### Cell outlines without signal wires

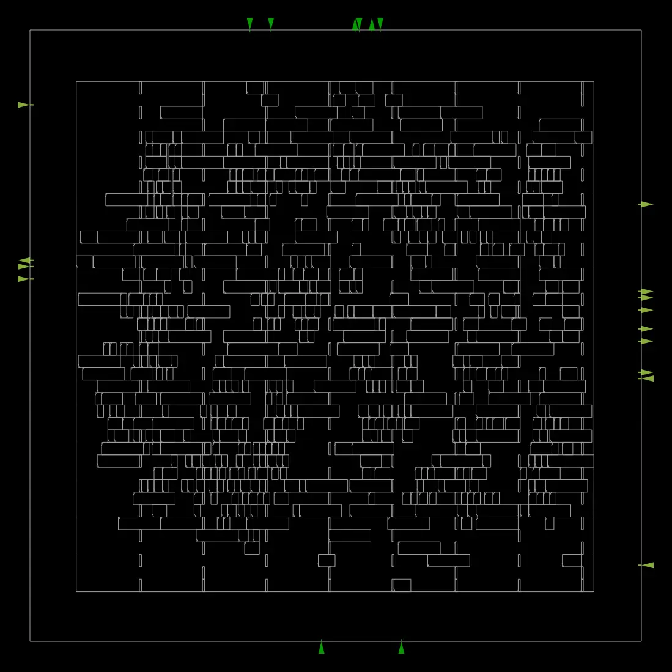
### Cell density map

The die is cut into 13 by 13 equal tiles; white is low, dark blue is high, 0 to 100% covered.
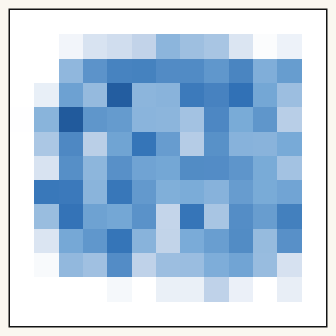
==> config.mk <==
export PLATFORM = sky130hd
export DESIGN_NAME = switch_debounce
export DESIGN_NICKNAME = d
export VERILOG_FILES = /design/src/rtl/switch_debounce_pkg.sv /design/src/rtl/switch_debounce_bit.sv /design/src/rtl/switch_debounce.sv
export SDC_FILE = /design/constraint.sdc
export NUM_CORES = 1
export LEC_CHECK = 0
export ABC_AREA = 1
export CORE_MARGIN = 10
export CORE_UTILIZATION = 39
export CTS_BUF_LIST = sky130_fd_sc_hd__clkbuf_4 sky130_fd_sc_hd__clkbuf_8 sky130_fd_sc_hd__clkbuf_16
export DETAILED_ROUTE_END_ITERATION = 10
export GPL_TIMING_DRIVEN = 0
export PLACE_DENSITY_LB_ADDON = 0.15
export SLEW_MARGIN = 20
export SYNTH_ARGS = -nofsm -noshare
export SYNTH_HDL_FRONTEND = slang
export SYNTH_SLANG_ARGS = --single-unit
==> constraint.sdc <==
create_clock -name clk -period 4 [get_ports clk]
set_input_delay 0.8 -clock clk [delete_from_list [all_inputs] [get_ports clk]]
set_output_delay 0.8 -clock clk [all_outputs]
set_load 0.03 [all_outputs]
==> flow_summary.toml <==
# flow metrics
[clock_network]
clock_latency_ns = 0.35
ctsHoldBuffers = 0
cts_tree = "built"
post_cts_buffers = 0

[power_and_ir_drop]
power.share.switching_pct = 20.9
comb_power_share_pct = 2.2
switching_power_uw = 411

[timing]
hold_viol = 0
slew_headroom_pct = 50.6
finalClockPeriodUsage_pct = 61.0

[run_status]
outcome = "finished, final reports clean"

[synth]
synth_stat.cells = 574
synthCells = 574
ys_sh_aoi_pct = 4.67
ys_async_sr_fraction_pct = 100
yosys_warnings = 0

[run]
warnings = 35
maxCapViolations = 0

[place]
place.gp.congestion = 0.871
io_buffer_count = 20

[final_layout]
buffer_area_share_pct = 6.76
drive_above_1_share_pct = 9.33
largest_class = "flip-flops and latches"
fin_area_mm2 = 0.00579
n_clock_buffer = 13

[global_route]
antenna_found_initial = 0
groute.usage.overall_pct = 12.4
grt_pass1_wl_um = 18000

[worst_setup_path]
end_kind = "output pin"
required_ns = 3.20
crit_chain = "buf_4 -> clkdlybuf4s50_1"
worst-r2r-cell-count = 9
worstPathArrival_ns = 1.64
-- 'Cell outlines without signal wires' (at the start) --
Placeable Area: 0.0126 mm^2
post-layout util: 45.9%
flip-flops: 100
n_taps: 172

-- 'Cell density map' (at the start) --
nearly empty tiles: 33%
tiles over 75% full: 1.2%
fullest tile: 83%
fp util: 39.9%

metal layers:
layer / vias up / wire (um) / global-route usage [%]
li1: 1921 / - / -
met1: 1861 / 4950 / 15.3
met2: 58 / 5020 / 20.0
met3: 16 / 393 / 2.93
met4: 0 / 210 / 5.38
met5: - / 0 / 0
placed cells by master, fill, tap and decap left out, types with 4 or more instances in the layout:
cell type / instances
nand4_1: 40
buf_2: 4
buf_6: 7
xor2_1: 31
o21ai_1: 18
clkdlybuf4s50_1: 19
ha_1: 19
o21ai_0: 8
nand2_1: 135
dfrtp_1: 100
o21ai_2: 10
xnor2_1: 10
nand3_1: 54
clkbuf_16: 9
buf_4: 9
nor3_1: 5
nor2_1: 61
inv_1: 49
worst max-delay path, delay by kind of cell, from the launching register on:
family	cells	cell delay (ns)
flip-flops	1	0.48
buffers and inverters	2	0.81
